**M2 wires**

(3 px per um)
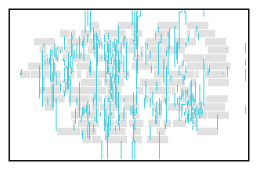
**Cell placement**

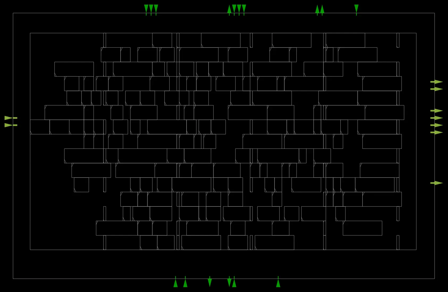
**M3 wires**

(4 px per um)
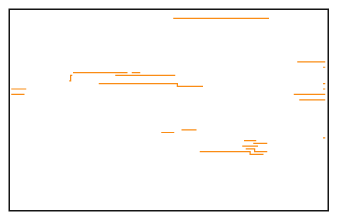
**The metal 1 layer**

(4 px per um) Supply wires on this layer in gray.
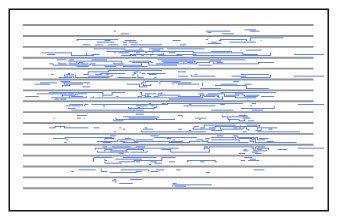
**I/O pins on the die edge**

(4 px per um) Pins as bars across the die edge, other pins in gray.
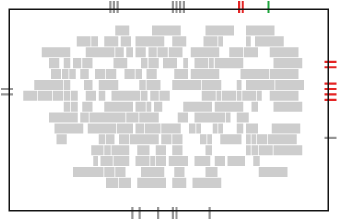
**config.mk**
```make
export PLATFORM = sky130hd
export DESIGN_NAME = fifo_stream_reader_flat
export DESIGN_NICKNAME = d
export VERILOG_FILES = /design/src/rtl/fifo_stream_reader_if.sv /design/src/rtl/fifo_stream_reader.sv /design/src/flat_wrapper.sv
export SDC_FILE = /design/constraint.sdc
export NUM_CORES = 1
export LEC_CHECK = 0
export CORE_ASPECT_RATIO = 0.6
export CORE_MARGIN = 3
export CORE_UTILIZATION = 35
export CTS_CLUSTER_SIZE = 10
export DETAILED_ROUTE_END_ITERATION = 12
export HOLD_SLACK_MARGIN = 0.05
export PLACE_DENSITY = 0.63
export SLEW_MARGIN = 20
export SYNTH_ARGS = -nofsm -noshare
export SYNTH_HDL_FRONTEND = slang
export SYNTH_SLANG_ARGS = --single-unit
```
**constraint.sdc**
```tcl
create_clock -name clk -period 2 [get_ports clk]
set_clock_uncertainty 0.15 [all_clocks]
set_input_delay 0.4 -clock clk [delete_from_list [all_inputs] [get_ports clk]]
set_output_delay 0.4 -clock clk [all_outputs]
set_load 0.1 [all_outputs]
```
**src/rtl/fifo_stream_reader_if.sv**
```systemverilog
// Handshake bundle for fifo_stream_reader: FIFO read side plus valid/ready stream side.
// The master modport is the reader; the slave modport is whatever surrounds it.
// Define FIFO_RD_PARITY_EN to add the m_parity stream signal.
interface fifo_stream_reader_if #(
    parameter int unsigned DATA_WIDTH = 8
);
    logic                  fifo_empty;
    logic [DATA_WIDTH-1:0] fifo_r_data;
    logic                  fifo_r_en;
    logic                  m_valid;
    logic                  m_ready;
    logic [DATA_WIDTH-1:0] m_data;
    logic                  m_last;
`ifdef FIFO_RD_PARITY_EN
    logic                  m_parity;
`endif

    modport master (
        input  fifo_empty,
        input  fifo_r_data,
        input  m_ready,
        output fifo_r_en,
        output m_valid,
        output m_data,
`ifdef FIFO_RD_PARITY_EN
        output m_parity,
`endif
        output m_last
    );

    modport slave (
        output fifo_empty,
        output fifo_r_data,
        output m_ready,
        input  fifo_r_en,
        input  m_valid,
        input  m_data,
`ifdef FIFO_RD_PARITY_EN
        input  m_parity,
`endif
        input  m_last
    );
endinterface

```
**src/rtl/fifo_stream_reader.sv**
```systemverilog
// Drain stage for a FIFO read port: pops words into a 2-entry in-order buffer
// (head + skid) and presents them on a valid/ready stream, marking every
// PKT_LEN-th accepted word with m_last. The pop strobe depends only on the
// registered buffer count, so m_ready never reaches fifo_r_en.
// Optional feature macro: FIFO_RD_PARITY_EN (adds m_parity = ^m_data).
module fifo_stream_reader #(
    parameter int unsigned DATA_WIDTH = 8,
    parameter int unsigned PKT_LEN    = 13,
    parameter int unsigned CNT_WIDTH  = 4
) (
    input  logic                 clk,
    input  logic                 reset,
    input  logic                 flush,
    fifo_stream_reader_if.master bus,
    output logic                 pkt_done
);
    localparam logic [CNT_WIDTH-1:0] LastCnt = CNT_WIDTH'(PKT_LEN - 1);

    logic [1:0]            count_q, count_d;
    logic [DATA_WIDTH-1:0] head_q, head_d;
    logic [DATA_WIDTH-1:0] skid_q, skid_d;
    logic [CNT_WIDTH-1:0]  cnt_q, cnt_d;
    logic                  pkt_done_q, pkt_done_d;
    logic                  pop;
    logic                  accept;
    logic                  last;

    // Pop only while there is room; reset and flush both suppress it.
    assign pop           = reset & ~flush & ~bus.fifo_empty & (count_q != 2'd2);
    assign bus.fifo_r_en = pop;
    assign bus.m_valid   = (count_q != 2'd0);
    assign bus.m_data    = head_q;
    assign last          = bus.m_valid & (cnt_q == LastCnt);
    assign bus.m_last    = last;
    assign accept        = bus.m_valid & bus.m_ready;
    assign pkt_done      = pkt_done_q;

    // Next-state for the buffer and the packet word counter.
    always_comb begin
        count_d    = count_q;
        head_d     = head_q;
        skid_d     = skid_q;
        cnt_d      = cnt_q;
        pkt_done_d = 1'b0;
        if (flush) begin
            count_d = 2'd0;
            cnt_d   = '0;
        end else begin
            case ({pop, accept})
                2'b10: begin
                    if (count_q == 2'd0) begin
                        head_d = bus.fifo_r_data;
                    end else begin
                        skid_d = bus.fifo_r_data;
                    end
                    count_d = count_q + 2'd1;
                end
                2'b01: begin
                    head_d  = skid_q;
                    count_d = count_q - 2'd1;
                end
                // Pop and accept together only happen at count 1: new word replaces head.
                2'b11: head_d = bus.fifo_r_data;
                default: ;
            endcase
            if (accept) begin
                if (last) begin
                    cnt_d      = '0;
                    pkt_done_d = 1'b1;
                end else begin
                    cnt_d = cnt_q + 1'b1;
                end
            end
        end
    end

    // State registers with synchronous active-low reset.
    always_ff @(posedge clk) begin
        if (!reset) begin
            count_q    <= 2'd0;
            head_q     <= '0;
            skid_q     <= '0;
            cnt_q      <= '0;
            pkt_done_q <= 1'b0;
        end else begin
            count_q    <= count_d;
            head_q     <= head_d;
            skid_q     <= skid_d;
            cnt_q      <= cnt_d;
            pkt_done_q <= pkt_done_d;
        end
    end

`ifdef FIFO_RD_PARITY_EN
    logic head_par_q, head_par_d;
    logic skid_par_q, skid_par_d;
    logic in_par;

    assign in_par       = ^bus.fifo_r_data;
    assign bus.m_parity = head_par_q;

    // Parity bits follow their data words through head/skid.
    always_comb begin
        head_par_d = head_par_q;
        skid_par_d = skid_par_q;
        if (!flush) begin
            case ({pop, accept})
                2'b10: begin
                    if (count_q == 2'd0) begin
                        head_par_d = in_par;
                    end else begin
                        skid_par_d = in_par;
                    end
                end
                2'b01:   head_par_d = skid_par_q;
                2'b11:   head_par_d = in_par;
                default: ;
            endcase
        end
    end

    // Parity registers, cleared with the data buffer on reset.
    always_ff @(posedge clk) begin
        if (!reset) begin
            head_par_q <= 1'b0;
            skid_par_q <= 1'b0;
        end else begin
            head_par_q <= head_par_d;
            skid_par_q <= skid_par_d;
        end
    end
`endif
endmodule

```
**src/flat_wrapper.sv**
```systemverilog
// flat-port wrapper written by rule: the top's interface ports become plain ports
module fifo_stream_reader_flat 
#(
    parameter int unsigned DATA_WIDTH = 8,
    parameter int unsigned PKT_LEN    = 13,
    parameter int unsigned CNT_WIDTH  = 4
)
  (clk, reset, flush, pkt_done, bus_fifo_empty, bus_fifo_r_data, bus_m_ready, bus_fifo_r_en, bus_m_valid, bus_m_data, bus_m_last);
  fifo_stream_reader_if #(.DATA_WIDTH(DATA_WIDTH)) bus_i ();
  input  logic clk;
  input  logic reset;
  input  logic flush;
  output logic pkt_done;
  input wire logic [$bits(bus_i.fifo_empty)-1:0] bus_fifo_empty;
  input wire logic [$bits(bus_i.fifo_r_data)-1:0] bus_fifo_r_data;
  input wire logic [$bits(bus_i.m_ready)-1:0] bus_m_ready;
  output wire logic [$bits(bus_i.fifo_r_en)-1:0] bus_fifo_r_en;
  output wire logic [$bits(bus_i.m_valid)-1:0] bus_m_valid;
  output wire logic [$bits(bus_i.m_data)-1:0] bus_m_data;
  output wire logic [$bits(bus_i.m_last)-1:0] bus_m_last;
  assign bus_i.fifo_empty = bus_fifo_empty;
  assign bus_i.fifo_r_data = bus_fifo_r_data;
  assign bus_i.m_ready = bus_m_ready;
  assign bus_fifo_r_en = bus_i.fifo_r_en;
  assign bus_m_valid = bus_i.m_valid;
  assign bus_m_data = bus_i.m_data;
  assign bus_m_last = bus_i.m_last;
  fifo_stream_reader #(.DATA_WIDTH(DATA_WIDTH), .PKT_LEN(PKT_LEN), .CNT_WIDTH(CNT_WIDTH)) u_core (.clk(clk), .reset(reset), .flush(flush), .bus(bus_i), .pkt_done(pkt_done));
endmodule
```
==> metrics.yaml <==
status: "complete, no violations"
avgSynthCellArea_um2: 8.83
path_class: "flop to primary output"
cp-end-kind: "primary output"
fin_crit_ns: 1.97
yosys-stat-area_um2: 1130
r2r-start: "u_core.count_q[0]"
cp_max_fo: 2
yosysWarnings: 0
min_path_type: "flop to flop"
gr-usage-all-layers_pct: 14.0
final_area_um2: 1730
ios: 25
crit_family: "simple AND/OR/NAND/NOR gates"
power_density_nw_per_um2: 558
drive_gt1_share_pct: 29.0
dp_cells: 198
yosysUniqueCellTypes: 28
crit_slowest_cell: "or3_4"
start_kind: "flop"
tns_ns: 0
clock.latency.late_pin_ns: 0.27
period_used_pct: 98.6
synth.area.top_cells: "dfxtp_1 (41%), mux2i_1 (7.1%), nand2b_1 (5.5%), a21boi_0 (5.3%), o211ai_1 (5.3%)"
diodes: 0
max_stage_delay_ns: 0.34
cap_violations: 0
setup_slack_ns: 0.0276
crit_chain: "and2b_2, or3_4, clkinvlp_4, buf_12"
hold_viol: 0
clockBufferDepth: 2
grt_start_max_net_pins: 26
path_clk_slew_ns: 0.08
synth_top_cell_by_area: "dfxtp_1"
r2r-end: "u_core.count_q[1]"
final_antenna_net_count: 0
drv_slew: 0
holdPathStages: 2
final_common_cell: "dfxtp_1"
syn_inst: 128
synth-async-reset-ratio_pct: 0
gp_congestion: 0.790
warnings: 31
grt_pass1_vias: 912
first_pass_iters: 4
cts_sinks: 23
placed_area_um2: 1630
About 'M2 wires':
- main direction: vertical
- wire length on this layer: 1110 um
- longest straight run: 24.5 um
Via Count: 1044
DRT Wirelength: 2680 um
met2 GRT Util: 19.3%

About 'cell placement':
well tap count: 42
Rows: 15
filler instances: 282
Final Core Density: 58.4%

About 'M3 wires':
- wire length on this layer: 148 um
- share of all routed wire: 5.5%
- nets with wire on the layer: 20
- main direction: horizontal
- longest straight run: 23.7 um

About 'the metal 1 layer':
- share of all routed wire: 52%
- nets with wire on the layer: 161
- main direction: horizontal
- wire length on this layer: 1380 um
- longest straight run: 26.7 um
met1 usage: 21.2%

About 'I/O pins on the die edge':
- clk: green (pins 1; direction input; edge north)
- bus_m_data: red (pins 8; direction output; edge 6 east, 2 north)
- all pins by edge: 10 north, 7 east, 6 south, 2 west
Die Y: 50.0 um
Port Buffers: 24
Die W: 79.4 um

[area by class of cell]
cell class | count | area [um^2]
fillers | 282 | 1230
clock inverters | 1 | 5.00
multi-input cells | 93 | 672
flip-flops and latches | 23 | 463
repair buffers | 37 | 475
clock buffers | 3 | 41.3
inverters | 5 | 22.5
well taps | 42 | 52.6
[power by group]
group | internal (mW) | switching, mW
Clock | 0.139 | 0.154
Sequential | 0.466 | 0.00791
Combinational | 0.0865 | 0.114
[per-layer routing]
layer	vias to the layer above	share of wire, %
li1	514	-
met4	0	1.5
met5	-	0
met1	493	52
met3	4	5.5
met2	33	41
[sequential cells by signal, summed over array words and instances, names as in the netlist]
| name | flops |
|---|---|
| u_core.count_q | 2 |
| u_core.skid_q | 8 |
| u_core.cnt_q | 4 |
| u_core.bus.m_data | 8 |
| u_core.pkt_done | 1 |
